==> run_1/ff_map.png <==
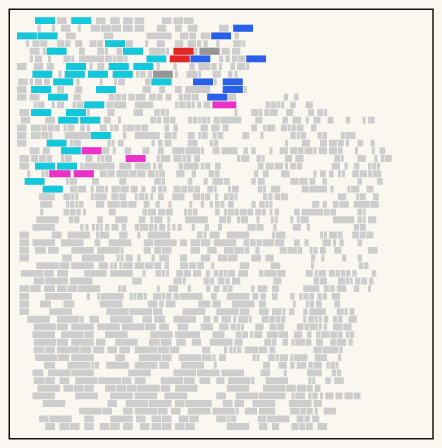
==> run_1/clock_nets.png <==
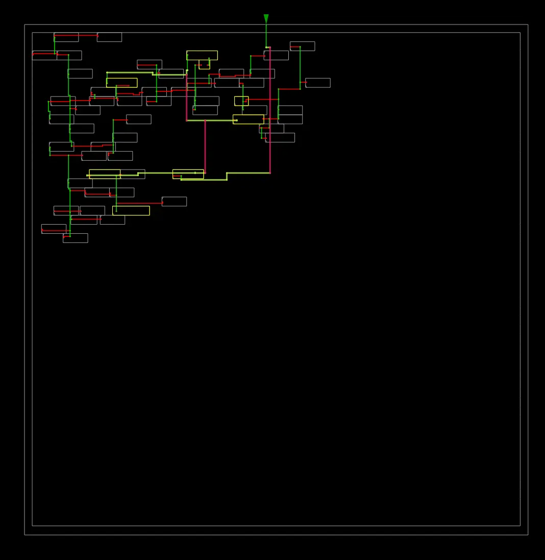
==> run_1/layers.png <==
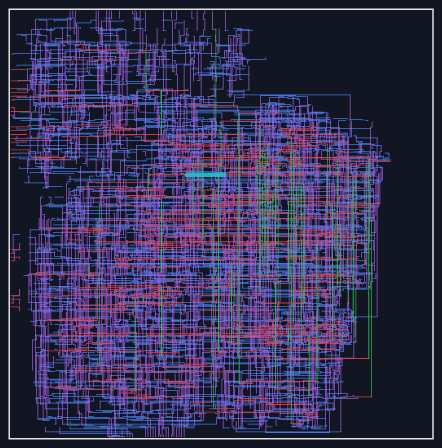
[config.mk]
export PLATFORM = sky130hd
export DESIGN_NAME = bus_grant_arbiter
export DESIGN_NICKNAME = d
export VERILOG_FILES = /design/src/rtl/bus_grant_arbiter.sv
export SDC_FILE = /design/constraint.sdc
export NUM_CORES = 1
export LEC_CHECK = 0
export CORE_AREA = 2 2 148 150
export DETAILED_ROUTE_END_ITERATION = 6
export DIE_AREA = 0 0 150 152
export HOLD_SLACK_MARGIN = 0.12
export PLACE_DENSITY = 0.65
export SYNTH_ARGS = -nofsm -noshare
export SYNTH_HDL_FRONTEND = slang
export SYNTH_SLANG_ARGS = --single-unit
[constraint.sdc]
create_clock -name clock -period 18.1 [get_ports clock]
set_clock_uncertainty 0.15 [all_clocks]
set_input_delay 3.62 -clock clock [delete_from_list [all_inputs] [get_ports clock]]
set_output_delay 3.62 -clock clock [all_outputs]
set_load 0.005 [all_outputs]
[src/rtl/bus_grant_arbiter.sv]
// Round-robin bus arbiter with a one-hot registered grant, a dead TURN slot
// between owners and a hold-time limit that forcibly ends long ownership.
module bus_grant_arbiter #(
   parameter int N_SRC    = 32,
   parameter int MAX_HOLD = 8
) (
   input  logic             clock,
   input  logic             clear,
   input  logic [N_SRC-1:0] req,
   // "release" is a reserved word, so the owner-done strobe is named release_bus.
   input  logic             release_bus,
   output logic [N_SRC-1:0] grant,
   output logic             grant_valid,
   output logic             timeout,
   output logic [1:0]       dbg_state
);

   localparam int IDX_W = $clog2(N_SRC);
   localparam logic [7:0] HOLD_LAST = 8'(MAX_HOLD - 1);
   localparam logic [IDX_W-1:0] PTR_RESET = IDX_W'(N_SRC - 1);

   typedef enum logic [1:0] {
      IDLE  = 2'd0,
      GRANT = 2'd1,
      TURN  = 2'd2
   } state_t;

   state_t           state_q, state_d;
   logic [IDX_W-1:0] ptr_q, ptr_d;
   logic [7:0]       hold_cnt_q, hold_cnt_d;
   logic [N_SRC-1:0] grant_q, grant_d;
   logic             grant_valid_q, grant_valid_d;
   logic             timeout_q, timeout_d;

   logic             win_found;
   logic [IDX_W-1:0] win_idx;
   logic [N_SRC-1:0] win_onehot;
   int               cand;

   logic             owner_req;
   logic             hold_limit;
   logic             grant_end;

   // Scan ptr+1, ptr+2, ... with wrap; the first requester found wins.
   always_comb begin
      win_found = 1'b0;
      win_idx   = '0;
      cand      = 0;
      for (int k = 1; k <= N_SRC; k++) begin
         cand = int'(ptr_q) + k;
         if (cand >= N_SRC) begin
            cand = cand - N_SRC;
         end
         if (!win_found && req[IDX_W'(cand)]) begin
            win_found = 1'b1;
            win_idx   = IDX_W'(cand);
         end
      end
   end

   always_comb begin
      win_onehot          = '0;
      win_onehot[win_idx] = 1'b1;
   end

   assign owner_req  = req[ptr_q];
   assign hold_limit = (hold_cnt_q == HOLD_LAST);
   assign grant_end  = release_bus | ~owner_req | hold_limit;

   always_comb begin
      state_d    = state_q;
      ptr_d      = ptr_q;
      hold_cnt_d = hold_cnt_q;
      grant_d    = grant_q;
      timeout_d  = 1'b0;

      case (state_q)
         IDLE, TURN: begin
            grant_d    = '0;
            hold_cnt_d = '0;
            if (win_found) begin
               state_d = GRANT;
               grant_d = win_onehot;
               ptr_d   = win_idx;
            end else begin
               state_d = IDLE;
            end
         end

         GRANT: begin
            if (grant_end) begin
               state_d    = TURN;
               grant_d    = '0;
               hold_cnt_d = '0;
               // A release or dropped request coinciding with the limit is a normal end.
               timeout_d  = hold_limit & ~release_bus & owner_req;
            end else begin
               hold_cnt_d = hold_cnt_q + 8'd1;
            end
         end

         default: begin
            state_d    = IDLE;
            grant_d    = '0;
            hold_cnt_d = '0;
         end
      endcase

      grant_valid_d = |grant_d;
   end

   always_ff @(posedge clock) begin
      if (clear) begin
         state_q       <= IDLE;
         ptr_q         <= PTR_RESET;
         hold_cnt_q    <= '0;
         grant_q       <= '0;
         grant_valid_q <= 1'b0;
         timeout_q     <= 1'b0;
      end else begin
         state_q       <= state_d;
         ptr_q         <= ptr_d;
         hold_cnt_q    <= hold_cnt_d;
         grant_q       <= grant_d;
         grant_valid_q <= grant_valid_d;
         timeout_q     <= timeout_d;
      end
   end

   assign grant       = grant_q;
   assign grant_valid = grant_valid_q;
   assign timeout     = timeout_q;
   assign dbg_state   = state_q;

endmodule
==> results.cfg, run 1 <==
; flow metrics
[sta]
hold_viol = 0
period_used_share = 0.524
worst_pin_slew_ns = 1.06
setup_viol = 0
max_slew_margin = 0.288
timing.fmax_ghz = 0.105
rsz0062_at_grt = false
finalSetupTns_ns = 0
slew_viol_final = 0
min_period_ns = 9.48

[cells_and_area]
num_antenna_cells = 0
final_util = 0.488
layout_top_cell = nor2_1
layout_top_cells = 101 x nor2_1, 99 x nand2_1, 93 x mux4_2, 76 x mux2i_1, 70 x clkdlybuf4s50_1
drive_gt1_frac = 0.171
area_delta_synth_final_pct = 11.1
finalNetCount = 1163

[synthesis]
ys_cells = 1087
yosysWarnings = 0
ys_ff = 49
syn_avg_cell_area_um2 = 8.62
synth-edff-count = 0
synthArstFlopShare = 0
synth_cell_types = 96
postSynthCellCount = 1087
ys_area_um2 = 9370
fp_nets = 1136
ys_seq_share = 0.105
flop_cell = dfxtp_1
netlist_area_um2 = 9370

[floorplan]
chip_area_um2 = 22800
die_h_um = 152
fp_util = 0.439
dieWidth_um = 150
io_pins = 71
num_rows = 54
coreArea_um2 = 21400

[critical_path]
path_cells = clkdlybuf4s50_1, mux4_1, mux4_1, mux2_4, nor3_4, nand3_2, nor4_4, nand2_4, or2_1, a311oi_2, a2111oi_2, a21oi_1, or4b_1, and3_1, a41oi_2
end_kind = register
cpMaxStageDelayCell = mux4_1
path_common_cell = mux4_1
start_kind = input pin
crit_type = input pin to register
max_stage_delay_ns = 0.71
critPathArrivalTime_ns = 9.55
required_ns = 18.17
crit_buf_inv = 1
cp_top_family = simple AND/OR/NAND/NOR gates
cp_max_fo = 11

[grt]
top_usage_layer = met2
grt_max_degree = 65
grt_pass1_vias = 8957
use_met1 = 0.451
met2_usage = 0.459
grt_first_pass_wirelength_mm = 54.8
grt_overflow = 0
antenna_found_initial = 1
grtUsageMet3 = 0.0535

[cts]
postCtsSetupBuffers = 0
cts_tree = yes
htreeDepth = 2
cts_sinks = 49
clkSlewWorstSetupHoldPaths_ns = 0.06
cts-root-buf = clkbuf_16
cts_hold_buf = 0
clk_path_buf_depth = 2
post_cts_resized = 0

[place]
dp_hpwl_mm = 26.8
place.gp.congestion = 1.06
port_buffers = 70

[min_path]
worst_hold_path_type = register to register

[detailed_routing]
first_pass_iters = 6
ant_nets = 0
drt-initial-drc-count = 1260
drc_errors = 0
vias_per_cell = 7.06

[run]
warning_count = 36
cap_viol_max_count = 0

[status]
status = completed
## Picture notes: ff_map.png
Key: `hold_cnt_q` = blue [sequential cells 8, where top middle]; `dbg_state` = red [sequential cells 2]; `ptr_q` = magenta [sequential cells 5]; `grant` = cyan [sequential cells 32, where top left]
Another 2 sequential cells are not colored.

## Picture notes: clock_nets.png
cts bufs inserted: 5
clk_buf instances: 5
Insertion Delay late pin: 0.30 ns

## Picture notes: layers.png
Key: M5 = cyan [wire length 12.9 µm]; M4 = green [wire length 1,760 µm]; M2 = purple [wire length 15,500 µm]; M1 = blue [wire length 14,500 µm]; M3 = red [wire length 3,940 µm]
routed wire length: 35.7 mm
GRT Total Usage: 0.310
Routed wire per std cell: 25.6 µm
routed via count: 9,848

[run 1: worst paths after layout]
path                               startpoint            end  slack [ns]  depth (start not counted)
worst max-delay path                   req[3]    grant_valid        8.62                         15
worst min-delay path            hold_cnt_q[0]  hold_cnt_q[0]        0.30                          1
worst max register to register       ptr_q[1]    grant_valid       10.62                         18
worst min register to register  hold_cnt_q[0]  hold_cnt_q[0]        0.30                          1
[run 1: layer usage]
layer | part of all wire | routed length [µm]
met3 | 0.11 | 3940
met1 | 0.41 | 14500
met5 | 0.00034 | 12
met2 | 0.43 | 15500
met4 | 0.049 | 1760
[run 1: cell type report]
cell class	count	area [µm²]
fillers	2087	10900
multi-input cells	925	7840
flip-flops and latches	49	986
repair buffers	102	941
well taps	280	350
clock buffers	5	125
inverters	31	116
clock inverters	3	50.0
[run 1: Yosys cell counts (21+ instances only)]
library cell / count / area, µm²
o21ai_0: 49 / 245
clkbuf_1: 40 / 150
buf_2: 21 / 105
mux2i_1: 76 / 761
nand2_1: 99 / 372
a21oi_1: 34 / 170
xnor2_1: 22 / 193
nor3_1: 29 / 145
dfxtp_1: 49 / 981
o22ai_1: 22 / 138
a22oi_1: 36 / 270
inv_1: 27 / 101
mux4_2: 93 / 2090
nor2_1: 101 / 379
nand3_1: 33 / 165
[run 1: worst register-to-register path, stage by stage, from the launching register on]
cell and delay [ns]:
dfxtp_4 0.72, clkinv_1 0.15, buf_4 0.23, ha_1 0.30, buf_4 0.42, mux4_1 0.78
mux4_1 0.63, mux2_4 0.34, nor3_4 0.40, nand3_2 0.36, nor4_4 0.69, nand2_4 0.16
or2_1 0.28, a311oi_2 0.22, a2111oi_2 0.11, a21oi_1 0.63, or4b_1 0.52, and3_1 0.20
a41oi_2 0.12
[run 1: through the flow]
step	area [µm²]	setup WS [ns]	hold WS (ns)	std cells
6_report	10400	8.62	0.295	1395
5_1_grt	10400	8.33	0.316	1395
4_1_cts	10400	8.72	0.297	1395
3_5_place_dp	10200	8.42	0.284	1387
3_3_place_gp	10200	8.60	0.279	1387
2_1_floorplan	9370	10.10	0.263	1087
[run 1: sequential cells by signal, summed over array words and instances (netlist names)]
signal / count
grant: 32
hold_cnt_q: 8
ptr_q: 5
dbg_state: 2
grant_valid: 1
timeout: 1
[run 1: logic make-up (layout without fill, tap and decap cells)]
family | after synthesis | count (layout) | synth area share
simple gates | 394 | 394 | 0.218
compound gates | 280 | 280 | 0.212
mux | 206 | 206 | 0.357
buf+inv | 113 | 141 | 0.0597
flops | 49 | 49 | 0.105
xor+xnor | 31 | 31 | 0.0298
fa+ha+maj | 14 | 14 | 0.0187
--- run 2 (diff from run 1) ---
PLACE_DENSITY = 0.68   (was 0.65)
clock period = 8.2 ns   (was 18.1 ns; I/O delays follow)
==> run_2/pinout.png <==
Pins as bars across the die edge, other pins in gray.
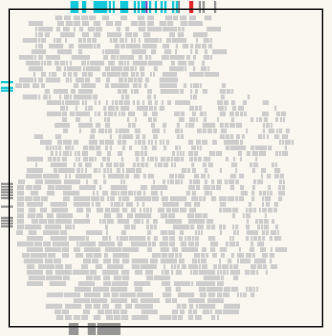
Key: `grant_valid` = purple [pins 1, direction output, edge top]; `grant` = cyan [pins 32, direction output, edge 29 top, 3 left]; `dbg_state` = red [pins 2, direction output, edge top]
All pins by edge: 36 top, 21 bottom, 14 left.

==> run_2/clock_nets.png <==
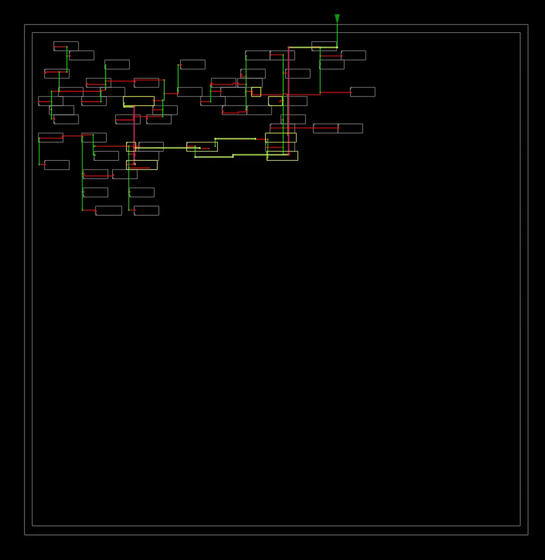
# clock sinks: 49
flop count: 49

==> run 2 against run 1 <==
Effect of this change:
- register-to-register slack lost 9.7 ns
- synthesized cell count unchanged
- count of clock-buffer cells in the layout is the same
- final cell count grew 0.72%
- area after synthesis stayed put
- worst hold slack lost 0.0051 ns
- routed wire length increased by 1.0%
- sequential share of layout area is essentially flat
==> results.cfg, run 2 <==
; flow metrics
[status]
status = completed

[synthesis]
ys_seq_share = 0.105
postSynthCellCount = 1087
syn_avg_cell_area_um2 = 8.62
post-synth-top-area-cell = mux4_2
post-synth-top-count-cell = nor2_1
netlist_area_um2 = 9370
top_cell_area_share = 0.224
common_cells = 101 x nor2_1, 99 x nand2_1, 93 x mux4_2, 76 x mux2i_1
synthArstFlopShare = 0
ys_cells = 1087
synth-edff-count = 0
fp_nets = 1136
ys_ff = 49
ys_area_um2 = 9370
flop_cell = dfxtp_1
yosysWarnings = 0

[sta]
setup_viol = 0
slew_viol_final = 0
max_slew_margin = 0.318
hold_viol = 0
rsz0062_at_grt = false
holdWs_ns = 0.290
timing.fmax_ghz = 0.137
period_used_share = 0.892
worst_pin_slew_ns = 1.02

[cts]
cts_tree = yes
clkSlewWorstSetupHoldPaths_ns = 0.07
postCtsSetupBuffers = 0
cts_made_buffers = 5
cts-root-buf = clkbuf_16
post_cts_resized = 0
clock.latency.late_pin_ns = 0.29
htreeDepth = 2
clk_path_buf_depth = 2
cts_hold_buf = 0

[floorplan]
num_rows = 54
fp_util = 0.439
io_pins = 71
dieWidth_um = 150
die_h_um = 152
coreArea_um2 = 21400
chip_area_um2 = 22800

[detailed_routing]
vias_per_cell = 7.02
wirelength_mm = 36.1
first_pass_iters = 6
wl_per_cell_um = 25.7
drc_errors = 0
ant_nets = 0
drt-initial-drc-count = 1392

[grt]
grt_max_degree = 73
grt_overflow = 0
track_usage = 0.316
grt_pass1_vias = 9051
grt_first_pass_wirelength_mm = 55.8
antenna_found_initial = 1

[critical_path]
start_kind = input pin
path_cells = clkdlybuf4s50_1, mux4_4, mux4_2, nor2b_1, or2_1, nor3_4, nand3_2, nor4_4, nand2_4, or2_1, o32a_1, o22ai_2, nor3b_4, a41oi_1, and3_1, a41oi_2
cp_max_fo = 11
max_stage_delay_ns = 0.68
cp_top_family = simple AND/OR/NAND/NOR gates
path_common_cell = or2_1
crit_buf_inv = 1
crit_type = input pin to register
end_kind = register
cpMaxStageDelayCell = mux4_4
required_ns = 8.27
critPathArrivalTime_ns = 7.38

[cells_and_area]
largest_register_ffs = 32
ff_latch_area_um2 = 986
logic_area_um2 = 7840
area_delta_synth_final_pct = 11.6
layout_top_cell = nor2_1
drive_gt1_frac = 0.178
layout_top_cells = 101 x nor2_1, 99 x nand2_1, 93 x mux4_2, 76 x mux2i_1, 70 x clkdlybuf4s50_1
nFillCells = 2087
finalNetCount = 1172

[min_path]
worst_hold_path_type = register to register

[place]
port_buffers = 70
dp_hpwl_mm = 27.9

[run]
warning_count = 36
==> run_2/layers.png <==
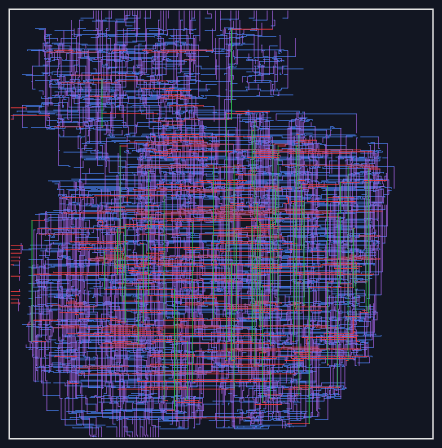
Key: M3 = red [wire length 4,070 µm]; M1 = blue [wire length 14,600 µm]; M4 = green [wire length 1,900 µm]; M2 = purple [wire length 15,500 µm]

run 2: per-stage QoR:
stage               cell area, µm²  cells  worst slack (ns)   util
global route                 10500   1405             0.534  0.490
CTS                          10500   1404             0.980  0.490
finish                       10500   1405             0.885  0.490
detailed placement           10300   1396             0.712  0.483
floorplan                     9370   1087              1.52      -
global placement             10300   1396             0.681  0.483
run 2: path summary, 6_finish.rpt:
check                      from             to  cells past startpoint  slack (ns)
setup / recovery         req[2]    grant_valid                     16        0.88
hold / removal    hold_cnt_q[0]  hold_cnt_q[0]                      1        0.29
setup reg to reg       ptr_q[1]    grant_valid                     17        0.95
hold reg to reg   hold_cnt_q[0]  hold_cnt_q[0]                      1        0.29
run 2: cells by family after synthesis:
group / synth area share
multiplexers: 0.357
AND-OR/OR-AND: 0.212
buffers and inverters: 0.0597
flip-flops: 0.105
adder cells (fa/ha/maj): 0.0187
AND/OR/NAND/NOR: 0.218
XOR/XNOR: 0.0298
run 2: cell type report:
cell class / instances / share of cell area
clock inverter: 3 / 0.00251
inverter: 31 / 0.0111
multi-input combinational: 925 / 0.750
sequential: 49 / 0.0943
tap: 280 / 0.0335
antenna: 1 / 0.000239
clock buffer: 5 / 0.0120
timing repair buffer: 111 / 0.0964
run 2: routing by layer:
metal / part of all wire / track usage / vias to the layer above / routed length (µm)
met5: 0 / 0 / - / 0
met4: 0.053 / 0.139 / 0 / 1900
met3: 0.11 / 0.0556 / 113 / 4070
met2: 0.43 / 0.454 / 644 / 15500
met1: 0.40 / 0.461 / 4758 / 14600
li1: - / - / 4351 / -
